## config.mk

```make
export PLATFORM = sky130hd
export DESIGN_NAME = adc_conv_scheduler
export DESIGN_NICKNAME = d
export VERILOG_FILES = /design/src/rtl/adc_pkg.sv /design/src/rtl/adc_scan_ptr.sv /design/src/rtl/adc_conv_scheduler.sv
export SDC_FILE = /design/constraint.sdc
export NUM_CORES = 1
export LEC_CHECK = 0
export CORE_MARGIN = 8
export CORE_UTILIZATION = 56
export CTS_CLUSTER_DIAMETER = 50
export DETAILED_ROUTE_END_ITERATION = 10
export PLACE_DENSITY = 0.91
export SYNTH_ARGS = -nofsm -noshare
export SYNTH_HDL_FRONTEND = slang
export SYNTH_SLANG_ARGS = --single-unit
```

## constraint.sdc

```tcl
create_clock -name clk_50 -period 5.9 [get_ports clk_50]
set_input_delay 1.18 -clock clk_50 [delete_from_list [all_inputs] [get_ports clk_50]]
set_output_delay 1.18 -clock clk_50 [all_outputs]
set_load 0.1 [all_outputs]
```

## src/rtl/adc_pkg.sv

```systemverilog
// Shared types and constants for the ADC conversion scheduler.
package adc_pkg;
    localparam int ADC_W = 12;
    localparam int CH_W  = 3;
    localparam int N_CH  = 1 << CH_W;

    typedef enum logic [1:0] {IDLE, ISSUE, WAIT, GAP} state_t;
    typedef enum logic {ORG_SCAN, ORG_OS} origin_t;

    localparam logic [ADC_W-1:0] ERR_DATA = 12'hFFF;
endpackage

```

## src/rtl/adc_scan_ptr.sv

```systemverilog
// Next set bit of the scan mask strictly after the pointer, wrapping; a lone
// set bit at the pointer itself is found last, so it gets reselected.
module adc_scan_ptr
    import adc_pkg::*;
(
    input  logic [N_CH-1:0] i_mask,
    input  logic [CH_W-1:0] i_ptr,
    output logic [CH_W-1:0] o_ch,
    output logic            o_found
);
    logic [CH_W-1:0] w_idx;

    // Walk offsets from far to near so the nearest hit is the last write.
    always_comb begin
        o_ch    = '0;
        o_found = 1'b0;
        w_idx   = '0;
        for (int i = N_CH; i >= 1; i--) begin
            w_idx = i_ptr + CH_W'(i);
            if (i_mask[w_idx]) begin
                o_found = 1'b1;
                o_ch    = w_idx;
            end
        end
    end
endmodule

```

## src/rtl/adc_conv_scheduler.sv

```systemverilog
// Shares one ADC frame engine between a background channel scanner and a
// one-shot requester, one conversion at a time, with timeout and idle gap.
module adc_conv_scheduler
    import adc_pkg::*;
#(
    parameter int GAP_W      = 16,
    parameter int MAX_OS_RUN = 2,
    parameter int TIMEOUT    = 1024
) (
    input  logic              clk_50,
    input  logic              rst,
    output logic              conv_start,
    output logic [CH_W-1:0]   conv_ch,
    input  logic              conv_busy,
    input  logic              conv_done,
    input  logic [ADC_W-1:0]  conv_data,
    input  logic              scan_en,
    input  logic [N_CH-1:0]   scan_mask,
    input  logic [GAP_W-1:0]  scan_gap,
    input  logic              req_valid,
    input  logic [CH_W-1:0]   req_ch,
    output logic              req_ready,
    output logic              rsp_valid,
    output logic [CH_W-1:0]   rsp_ch,
    output logic [ADC_W-1:0]  rsp_data,
    output logic              rsp_err,
    output logic              res_valid,
    output logic [CH_W-1:0]   res_ch,
    output logic [ADC_W-1:0]  res_data,
    output logic              res_err
);
    localparam int RUN_W = $clog2(MAX_OS_RUN + 1);
    localparam int TMO_W = $clog2(TIMEOUT);
    localparam logic [RUN_W-1:0] RUN_MAX  = RUN_W'(MAX_OS_RUN);
    // Compare one short of the last count so the registered error pulse
    // lands exactly TIMEOUT cycles after conv_start.
    localparam logic [TMO_W-1:0] TMO_LAST = TMO_W'(TIMEOUT - 2);

    function automatic logic [RUN_W-1:0] sat_inc(input logic [RUN_W-1:0] v);
        return (v == RUN_MAX) ? v : v + RUN_W'(1);
    endfunction

    state_t           r_state, w_next;
    origin_t          r_org;
    logic [CH_W-1:0]  r_ch, r_ptr;
    logic [RUN_W-1:0] r_run;
    logic [TMO_W-1:0] r_tmo;
    logic [GAP_W-1:0] r_gap;
    logic             r_res_valid, r_res_err, r_rsp_valid, r_rsp_err;
    logic [CH_W-1:0]  r_res_ch, r_rsp_ch;
    logic [ADC_W-1:0] r_res_data, r_rsp_data;

    logic [CH_W-1:0]  w_scan_ch;
    logic             w_scan_found, w_scan_elig;
    logic             w_grant_os, w_grant_scan, w_start;
    logic             w_done_hit, w_tmo_hit, w_finish;
    logic [ADC_W-1:0] w_result;

    adc_scan_ptr u_scan_ptr (
        .i_mask  (scan_mask),
        .i_ptr   (r_ptr),
        .o_ch    (w_scan_ch),
        .o_found (w_scan_found)
    );

    assign w_scan_elig = scan_en && w_scan_found;

    always_comb begin
        w_next       = r_state;
        w_grant_os   = 1'b0;
        w_grant_scan = 1'b0;
        w_start      = 1'b0;
        w_done_hit   = 1'b0;
        w_tmo_hit    = 1'b0;
        case (r_state)
            IDLE: begin
                if (w_scan_elig && (!req_valid || r_run == RUN_MAX)) begin
                    w_grant_scan = 1'b1;
                    w_next       = ISSUE;
                end else if (req_valid) begin
                    w_grant_os = 1'b1;
                    w_next     = ISSUE;
                end
            end
            ISSUE: begin
                if (!conv_busy) begin
                    w_start = 1'b1;
                    w_next  = WAIT;
                end
            end
            WAIT: begin
                if (conv_done) begin
                    w_done_hit = 1'b1;
                end else if (r_tmo == TMO_LAST) begin
                    w_tmo_hit = 1'b1;
                end
                if (conv_done || r_tmo == TMO_LAST) begin
                    w_next = (scan_gap == '0) ? IDLE : GAP;
                end
            end
            GAP: begin
                if (r_gap == '0) begin
                    w_next = IDLE;
                end
            end
            default: w_next = IDLE;
        endcase
    end

    assign w_finish = w_done_hit || w_tmo_hit;
    assign w_result = w_done_hit ? conv_data : ERR_DATA;

    always_ff @(posedge clk_50) begin
        if (rst) begin
            r_state <= IDLE;
        end else begin
            r_state <= w_next;
        end
    end

    always_ff @(posedge clk_50) begin
        if (rst) begin
            r_org       <= ORG_SCAN;
            r_ch        <= '0;
            r_ptr       <= CH_W'(N_CH - 1);
            r_run       <= '0;
            r_tmo       <= '0;
            r_gap       <= '0;
            r_res_valid <= 1'b0;
            r_res_err   <= 1'b0;
            r_res_ch    <= '0;
            r_res_data  <= '0;
            r_rsp_valid <= 1'b0;
            r_rsp_err   <= 1'b0;
            r_rsp_ch    <= '0;
            r_rsp_data  <= '0;
        end else begin
            r_res_valid <= 1'b0;
            r_rsp_valid <= 1'b0;
            if (w_grant_os) begin
                r_ch  <= req_ch;
                r_org <= ORG_OS;
                r_run <= sat_inc(r_run);
            end
            if (w_grant_scan) begin
                r_ch  <= w_scan_ch;
                r_org <= ORG_SCAN;
                r_run <= '0;
            end
            if (w_start) begin
                r_tmo <= '0;
            end else if (r_state == WAIT) begin
                r_tmo <= r_tmo + TMO_W'(1);
            end
            // Entering GAP with scan_gap-1 gives exactly scan_gap GAP cycles.
            if (w_finish) begin
                r_gap <= scan_gap - GAP_W'(1);
                if (r_org == ORG_SCAN) begin
                    r_res_valid <= 1'b1;
                    r_res_ch    <= r_ch;
                    r_res_data  <= w_result;
                    r_res_err   <= w_tmo_hit;
                    r_ptr       <= r_ch;
                end else begin
                    r_rsp_valid <= 1'b1;
                    r_rsp_ch    <= r_ch;
                    r_rsp_data  <= w_result;
                    r_rsp_err   <= w_tmo_hit;
                end
            end else if (r_state == GAP && r_gap != '0) begin
                r_gap <= r_gap - GAP_W'(1);
            end
        end
    end

    assign conv_start = w_start && !rst;
    assign req_ready  = w_grant_os && !rst;
    assign conv_ch    = r_ch;
    assign res_valid  = r_res_valid;
    assign res_ch     = r_res_ch;
    assign res_data   = r_res_data;
    assign res_err    = r_res_err;
    assign rsp_valid  = r_rsp_valid;
    assign rsp_ch     = r_rsp_ch;
    assign rsp_data   = r_rsp_data;
    assign rsp_err    = r_rsp_err;
endmodule

```

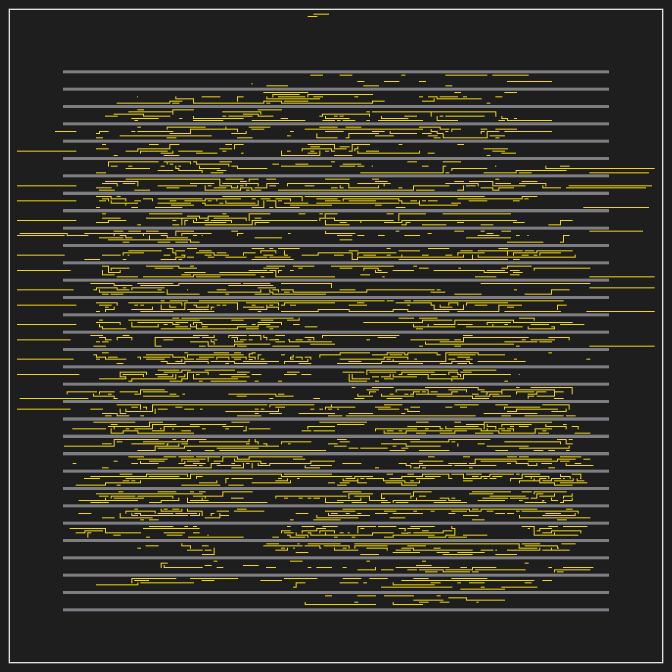
Run 1: signal wires on met1
Supply wires on this layer in gray.
The longest straight run is 29.0 um. The layer holds 43% of the routed length. The layer carries 4820 um of wire. 568 nets have wire on it.

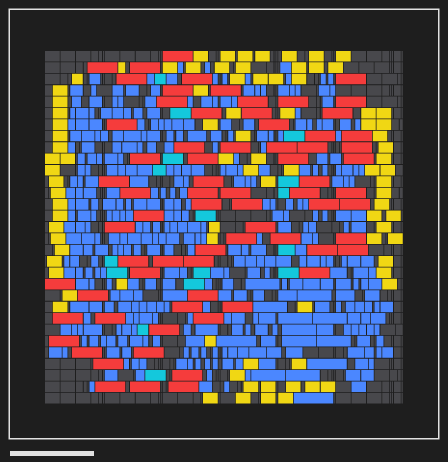
Run 1: placed cells, one color a class
Scale bar: 20 um. Fill, decap, tap and diode cells in gray.
Blue is combinational and other logic, cells 385, share of their area 52%. Yellow is remaining buffers and delay cells, cells 87, share of their area 17%. Red is sequential cells, cells 71, share of their area 28%. Cyan is clock drivers and dummy loads, cells 16, share of their area 3.7%.

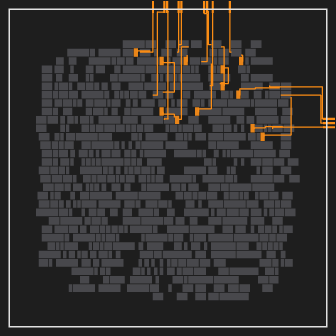
Run 1: port wiring
Orange is `conv_data`, bits 12, direction input, edge 9 north, 3 east, end cells 12, buffers 12, wire 398 um.

==> results.json, run 1 <==
{
  "global_route_layer_with_the_greatest_usage": "met2",
  "area_growth_syn_to_layout_pct": 25.3,
  "hold_class": "reg2reg",
  "number_of_setup_buffers_added_after_cts": 0,
  "yosysWarningCount": 0,
  "power.density_cell_area_nw_per_um2": 258,
  "portBuffers": 83,
  "route.vias.total": 4027,
  "finalMaxSlewViolations": 0,
  "leakage_nw": 1.80,
  "setup.worst_path.end_class": "primary output",
  "ctsHoldBuffers": 0,
  "initialDrtViolationCount": 276,
  "synthDominantAreaCellType": "sky130_fd_sc_hd__dfxtp_1",
  "synth.yosys.num_cells": 481,
  "chip_area_um2": 10400,
  "finish.instance_area_um2": 5210,
  "finalNetCount": 605,
  "worstPathMaxFanout": 20,
  "drt_pre_antenna_iters": 4,
  "wl_per_cell_um": 17.2,
  "synth_cell_type_count": 63,
  "postSynth.asyncResetShare_pct": 0,
  "grt_first_pass_wirelength_mm": 18.6,
  "finalWeightedCongestion": 0.923,
  "fin_hold_ws_ps": 487,
  "route.layer.met1.wl_mm": 4.82,
  "worst-slew-pin-transition_ps": 1040,
  "commonest_non_fill_non_tap_cell_in_the_layout": "sky130_fd_sc_hd__clkdlybuf4s50_1",
  "initCoreUtil_pct": 57.6,
  "post_cts_resized": 0,
  "ys_chip_area_um2": 4160,
  "dp.cells": 642,
  "via_count_of_the_first_global_routing_pass": 3802,
  "yosys.stat.seqShare_pct": 34.2,
  "routed-wl-met3_um": 664,
  "gr-usage-met3_pct": 3.95,
  "clkSlewWorstSetupHoldPaths_ps": 90,
  "met2WireLength_mm": 5.69,
  "post_layout_nonfiller_instances": 658,
  "clock.latency.late_pin_ps": 350,
  "grt_start_max_net_pins": 55,
  "openroad.warnings": 28,
  "status": "finished clean",
  "postSynthCellCount": 481,
  "sequential_area_um2": 1420,
  "global_route.overflow_total": 0,
  "row_count": 31,
  "finalPower_mw": 1.34,
  "chipHeight_um": 102,
  "detailedPlacementHpwl_mm": 8.52,
  "final.setup_skew_ps": 9.25,
  "floorplan.die.width_um": 102,
  "viasPerCell": 6.12,
  "layout_setup_ws_ps": 821,
  "startpoint_type": "flip-flop",
  "core_um2": 7210,
  "critical-path-max-stage-delay_ps": 840,
  "layout_top_cells": "81 x sky130_fd_sc_hd__clkdlybuf4s50_1, 78 x sky130_fd_sc_hd__nor2_1, 71 x sky130_fd_sc_hd__dfxtp_1",
  "grt_setup_unrepaired": "no",
  "clk_root_buffer_cell": "sky130_fd_sc_hd__clkbuf_8",
  "final.setup.tns_ps": 0,
  "place_ws_ps": 999,
  "groute.layer.met2.usage_pct": 37.7,
  "i_o_pins": 84,
  "most_common_cell": "sky130_fd_sc_hd__nor2_1",
  "groute.layer.met1.usage_pct": 27.2,
  "cts-htree-levels": 3,
  "cp.buffers_inverters": 2,
  "drcViolationCount": 0,
  "combGateArea_um2": 2580,
  "final_core_utilization_pct": 72.2,
  "antenna-diode-count": 0,
  "cts_num_sinks": 71,
  "cts-buffers-inserted": 9,
  "synth_top_area_share_pct": 34.2
}
run 1: final timing paths:
| path | from | to | slack [ps] | depth (start not counted) |
|---|---|---|---|---|
| worst max-delay path | r_ptr[1] | req_ready | 820 | 8 |
| worst min-delay path | res_ch[2] | res_ch[2] | 490 | 2 |
| worst max register to register | r_ptr[1] | conv_ch[2] | 2210 | 7 |
| worst min register to register | res_ch[2] | res_ch[2] | 490 | 2 |
run 1: kinds of logic (layout without fill, tap and decap cells):
kind of cell / after synthesis / in the layout / share of synthesized area [%]
fa+ha+maj: 6 / 6 / 1.81
compound gates: 117 / 117 / 20.5
xor+xnor: 32 / 32 / 6.74
buf+inv: 38 / 116 / 3.85
mux: 31 / 31 / 11.5
flops: 71 / 71 / 34.2
simple gates: 186 / 186 / 21.5
run 1: area by class of cell:
| class | instances | area share [%] |
|---|---|---|
| clock inverter | 7 | 1.20 |
| sequential | 71 | 27.3 |
| multi-input combinational | 372 | 49.4 |
| clock buffer | 9 | 2.38 |
| inverter | 13 | 0.937 |
| tap | 99 | 2.38 |
| timing repair buffer | 87 | 16.4 |
run 1: tightest hold or removal path, delay by kind of cell, from the launching register on:
family	cells	cell delay, ps
flip-flops	1	330
AND/OR/NAND/NOR	1	60
AND-OR/OR-AND	1	50
run 1: report_power, final:
group / switching (mW) / internal, mW / leakage [nW] / total (mW)
Combinational: 0.272 / 0.159 / 1.14 / 0.431
Sequential: 0.0408 / 0.509 / 0.575 / 0.550
Clock: 0.202 / 0.161 / 0.0863 / 0.363
Total: 0.515 / 0.828 / 1.80 / 1.34
run 1: flip-flops by register name, summed over array words and instances (netlist names), 2 cells and up:
register	cells
r_run	2
res_ch	3
r_gap	16
conv_ch	3
r_tmo	10
rsp_data	12
res_data	12
r_state	2
rsp_ch	3
r_ptr	3
==> inputs of run 2 (changes only) <==
CORE_MARGIN = 5   (was 8)
SKIP_CTS_REPAIR_TIMING = 1   (was not set)
clock period = 6.5 ns   (was 5.9 ns; I/O delays follow)
==> results.json, run 2 <==
{
  "status": "finished clean",
  "ys_sh_mux_pct": 11.5,
  "worst-slew-pin-transition_ps": 1200,
  "finalPower_mw": 1.22,
  "worstPathMaxFanout": 20,
  "synth.cellmix.compoundShare_pct": 20.5,
  "synthDominantAreaCellType": "sky130_fd_sc_hd__dfxtp_1",
  "top_logic_kind": "simple AND/OR/NAND/NOR gates",
  "via_count_of_the_first_global_routing_pass": 3910,
  "whs_path_depth": 2,
  "dp.cells": 641,
  "postSynth.asyncResetShare_pct": 0,
  "area_growth_syn_to_layout_pct": 25.1,
  "viasPerCell": 6.14,
  "setup.worst_path.end_class": "primary output",
  "grt_start_max_net_pins": 56,
  "finalNetCount": 604,
  "fin_hold_ws_ps": 462,
  "synth.cellmix.adderShare_pct": 1.81,
  "global_route.overflow_total": 0,
  "layout_setup_ws_ps": 1380,
  "clk_root_buffer_cell": "sky130_fd_sc_hd__clkbuf_8",
  "cts-buffers-inserted": 9,
  "place_ws_ps": 1430,
  "finalMaxSlewViolations": 0,
  "synth.yosys.num_cells": 481,
  "openroad.warnings": 28,
  "most_common_cell": "sky130_fd_sc_hd__nor2_1",
  "antenna-diode-count": 0,
  "number_of_flip_flops_in_the_largest_register": 16,
  "finish.instance_area_um2": 5200,
  "layout_top_cells": "81 x sky130_fd_sc_hd__clkdlybuf4s50_1, 78 x sky130_fd_sc_hd__nor2_1, 71 x sky130_fd_sc_hd__dfxtp_1",
  "final.setup_skew_ps": 13.0,
  "clkSlewWorstSetupHoldPaths_ps": 90,
  "grt_setup_unrepaired": "no",
  "drt_pre_antenna_iters": 4,
  "yosysWarningCount": 0,
  "clock.latency.late_pin_ps": 350,
  "i_o_pins": 84,
  "cts_num_sinks": 71,
  "commonest_non_fill_non_tap_cell_in_the_layout": "sky130_fd_sc_hd__clkdlybuf4s50_1",
  "grt_first_pass_wirelength_mm": 18.0
}
==> run 2: netlist changes by cell type in the layout (fill, tap and decap cells not counted), sizes merged <==
cell / before / now
buf: 6 / 5
==> run 2: layout make-up <==
class / count / area (um2)
sequential: 71 / 1420
clock buffer: 9 / 124
fill: 569 / 2050
inverter: 13 / 48.8
multi-input combinational: 372 / 2580
tap: 99 / 124
clock inverter: 7 / 62.6
timing repair buffer: 86 / 846
==> run 2: cell families (layout without fill, tap and decap cells) <==
family          count (synthesis)  in the layout
simple gates                  186            186
buf+inv                        38            115
compound gates                117            117
fa+ha+maj                       6              6
xor+xnor                       32             32
flops                          71             71
mux                            31             31
==> run 2: critical path, cell delays in order, from the launching register on <==
cell and delay, ps:
sky130_fd_sc_hd__dfxtp_1 820, sky130_fd_sc_hd__inv_1 290, sky130_fd_sc_hd__ha_1 580, sky130_fd_sc_hd__mux4_1 470, sky130_fd_sc_hd__or4_4 630, sky130_fd_sc_hd__o21ai_2 160, sky130_fd_sc_hd__o21bai_1 110, sky130_fd_sc_hd__nor2_1 100
sky130_fd_sc_hd__buf_4 300
==> run 2: where the power goes <==
part	switching (mW)	internal (mW)
Combinational	0.244	0.144
Clock	0.188	0.146
Sequential	0.0367	0.462
Total	0.469	0.752
==> run 2: path summary, 6_finish.rpt <==
kind,start,to,slack [ps]
max,r_ptr[1],req_ready,1380
min,res_ch[0],res_ch[0],460
max reg2reg,r_ptr[1],conv_ch[0],2830
min reg2reg,res_ch[0],res_ch[0],460
==> run 2: per-layer routing <==
layer  up-vias  routed length (um)  GRT usage (%)
met1      1921                4500           30.3
li1       1940                   -              -
met2       157                5750           43.8
met4         0                 144           8.18
met3        15                 691           3.83
met5         -                   0              0
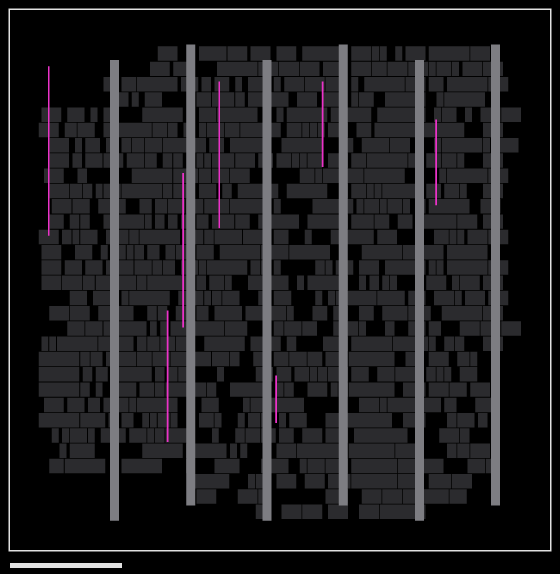
Run 2: metal 4
Scale bar: 20 um. Supply wires on this layer in gray. Cells faint in the background.
6 nets have wire on it. The wires run mostly vertical. The longest straight run is 29.9 um. The layer carries 144 um of wire. The layer holds 1.3% of the routed length.

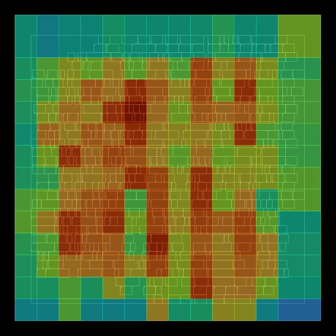
Run 2: congestion heat map
met2 usage in global routing: 43.8%
final core utilization: 71.7%
wire per inst: 16.9 um

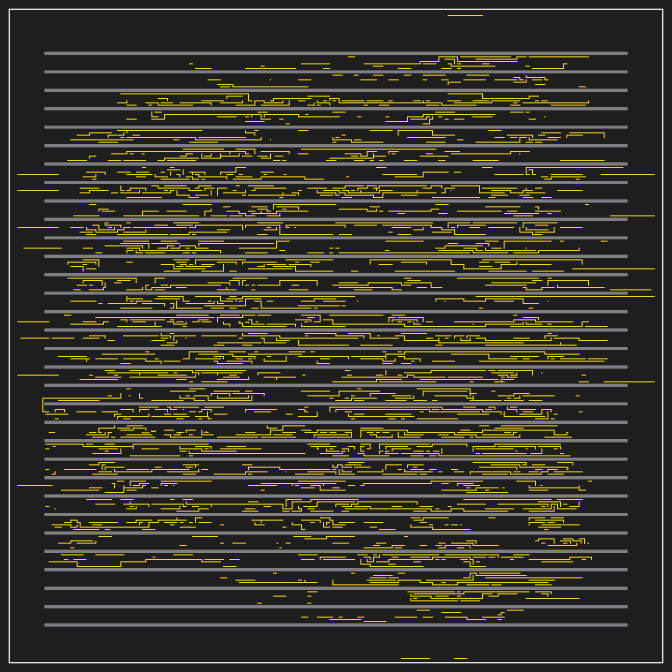
Run 2: signal wires on met1
Supply wires on this layer in gray.
The layer carries 4500 um of wire. The layer holds 41% of the routed length. The wires run mostly horizontal. 556 nets have wire on it. The longest straight run is 26.2 um.

==> inputs of run 3 (changes only) <==
CORE_UTILIZATION = 52   (was 56)
PLACE_DENSITY = 0.86   (was 0.91)
clock period = 4.8 ns   (was 6.5 ns; I/O delays follow)
==> results.json, run 3 <==
{
  "chipHeight_um": 99.4,
  "global_route.overflow_total": 0,
  "power.density_cell_area_nw_per_um2": 330,
  "yosys.stat.seqShare_pct": 34.2,
  "viasPerCell": 6.11,
  "i_o_pins": 84,
  "worstPathMaxFanout": 8,
  "cts_num_sinks": 71,
  "status": "finished clean",
  "chip_area_um2": 9880,
  "most_common_cell": "sky130_fd_sc_hd__nor2_1",
  "initialDrtViolationCount": 247,
  "setup.worst_path.end_class": "primary output",
  "setup.worst_path.start": "scan_mask[4]",
  "yosysWarningCount": 0,
  "cell_family_with_most_cp_delay": "simple AND/OR/NAND/NOR gates",
  "core_um2": 7770,
  "hold_class": "reg2reg",
  "synth_cell_type_count": 63,
  "fillCellCount": 638,
  "series_of_cell_instances_along_the_critical_path": "clkdlybuf4s50_1 -> mux4_1 -> or4_4 -> o21ai_2 -> o21bai_1 -> nor2_2 -> buf_12",
  "final.setup.tns_ps": 0,
  "cts-buffers-inserted": 9,
  "detailedPlacementHpwl_mm": 8.14,
  "synth_top_area_share_pct": 34.2,
  "commonest_non_fill_non_tap_cell_in_the_layout": "sky130_fd_sc_hd__clkdlybuf4s50_1",
  "synth.yosys.num_cells": 481,
  "layout_top_cells": "80 x sky130_fd_sc_hd__clkdlybuf4s50_1, 77 x sky130_fd_sc_hd__nor2_1, 71 x sky130_fd_sc_hd__dfxtp_1",
  "clock.latency.late_pin_ps": 350,
  "postSynthCellCount": 481,
  "drcViolationCount": 0,
  "worst_hold_startpoint": "res_ch[2]",
  "drt_pre_antenna_iters": 5,
  "worst-slew-pin-transition_ps": 1190,
  "startpoint_type": "primary input",
  "grt_start_max_net_pins": 54,
  "finalNetCount": 608,
  "synthDominantAreaCellType": "sky130_fd_sc_hd__dfxtp_1",
  "postSynth.asyncResetShare_pct": 0,
  "cts-htree-levels": 3,
  "largest_reg_by_ff_count": "r_gap",
  "route.vias.total": 4060,
  "leakage_nw": 1.84,
  "portBuffers": 83
}
==> run 3: area by class of cell <==
type                    count  area, um2  area share (%)
clock inverters             6       93.8            1.78
clock buffers              10        128            2.42
repair buffers             90        886            16.8
flip-flops and latches     71       1420            26.9
multi-input cells         372       2580            48.8
inverters                  13       48.8           0.924
well taps                 102        128            2.42
==> run 3: path summary, 6_finish.rpt <==
path / end / slack [ps] / depth (start not counted)
worst max-delay path: req_ready / 430 / 7
worst min-delay path: res_ch[2] / 470 / 2
worst max register to register: r_gap[14] / 1500 / 14
worst min register to register: res_ch[2] / 470 / 2
==> run 3: power by group <==
group / total (mW) / switching [mW] / internal, mW
logic: 0.539 / 0.339 / 0.200
registers: 0.670 / 0.0449 / 0.625
clock network: 0.532 / 0.235 / 0.297
total: 1.74 / 0.619 / 1.12
==> run 3: metal layers <==
metal	GRT usage [%]	routed length (um)	vias up
li1	-	-	1954
met1	28.3	4670	1921
met2	38.5	5560	173
met3	4.35	780	12
met4	6.72	135	0
met5	0	0	-
==> run 3: cells by family (layout without fill, tap and decap cells) <==
group	count (synthesis)	in the layout	synth area share (%)
flip-flops	71	71	34.2
adder cells (fa/ha/maj)	6	6	1.81
XOR/XNOR	32	32	6.74
AND-OR/OR-AND	117	117	20.5
multiplexers	31	31	11.5
AND/OR/NAND/NOR	186	186	21.5
buffers and inverters	38	119	3.85
==> run 3: per-stage QoR <==
step / hold WS, ps / util (%) / total power, mW / setup WS [ps] / std cells
after floorplan: 439 / - / 1.06 / 279 / 481
after global placement: 453 / 65.2 / 1.20 / 518 / 648
after detailed placement: 455 / 65.2 / 1.22 / 440 / 648
after CTS: 465 / 68.0 / 1.74 / 445 / 664
after global routing: 501 / 68.0 / 1.82 / 304 / 664
final: 469 / 68.0 / 1.74 / 434 / 664
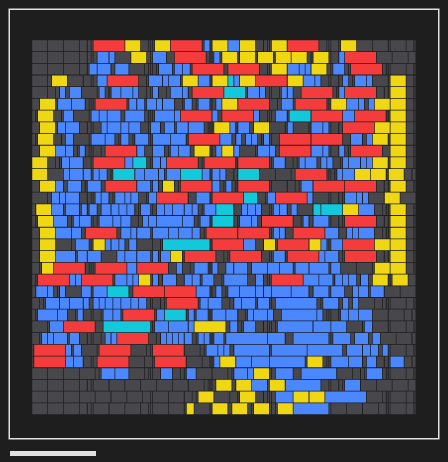
Run 3: placed cells, one color a class
Scale bar: 20 um. Fill, decap, tap and diode cells in gray.
Blue is combinational and other logic, cells 385, share of their area 51%. Cyan is clock drivers and dummy loads, cells 16, share of their area 4.3%. Red is sequential cells, cells 71, share of their area 28%. Yellow is remaining buffers and delay cells, cells 90, share of their area 17%.

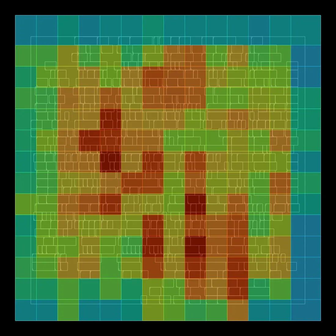
Run 3: congestion heat map
final core utilization: 68.0%
wire per inst: 16.8 um
GRT Overall Usage: 22.4%
met2 usage in global routing: 38.5%
met1 capacity usage during global routing: 28.3%

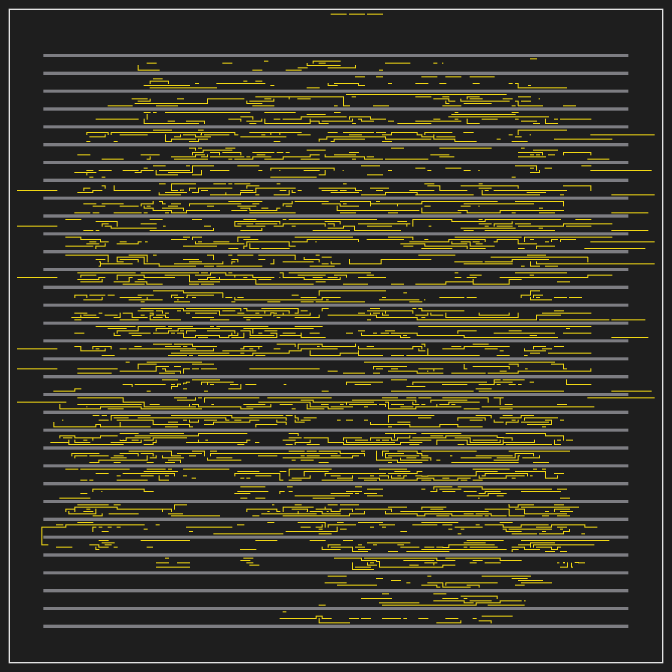
Run 3: signal wires on met1
Supply wires on this layer in gray.
The layer holds 42% of the routed length. The layer carries 4670 um of wire. 557 nets have wire on it. The longest straight run is 29.0 um. The wires run mostly horizontal.

Power figures rest on the tool's default switching activity, not on a simulated workload.
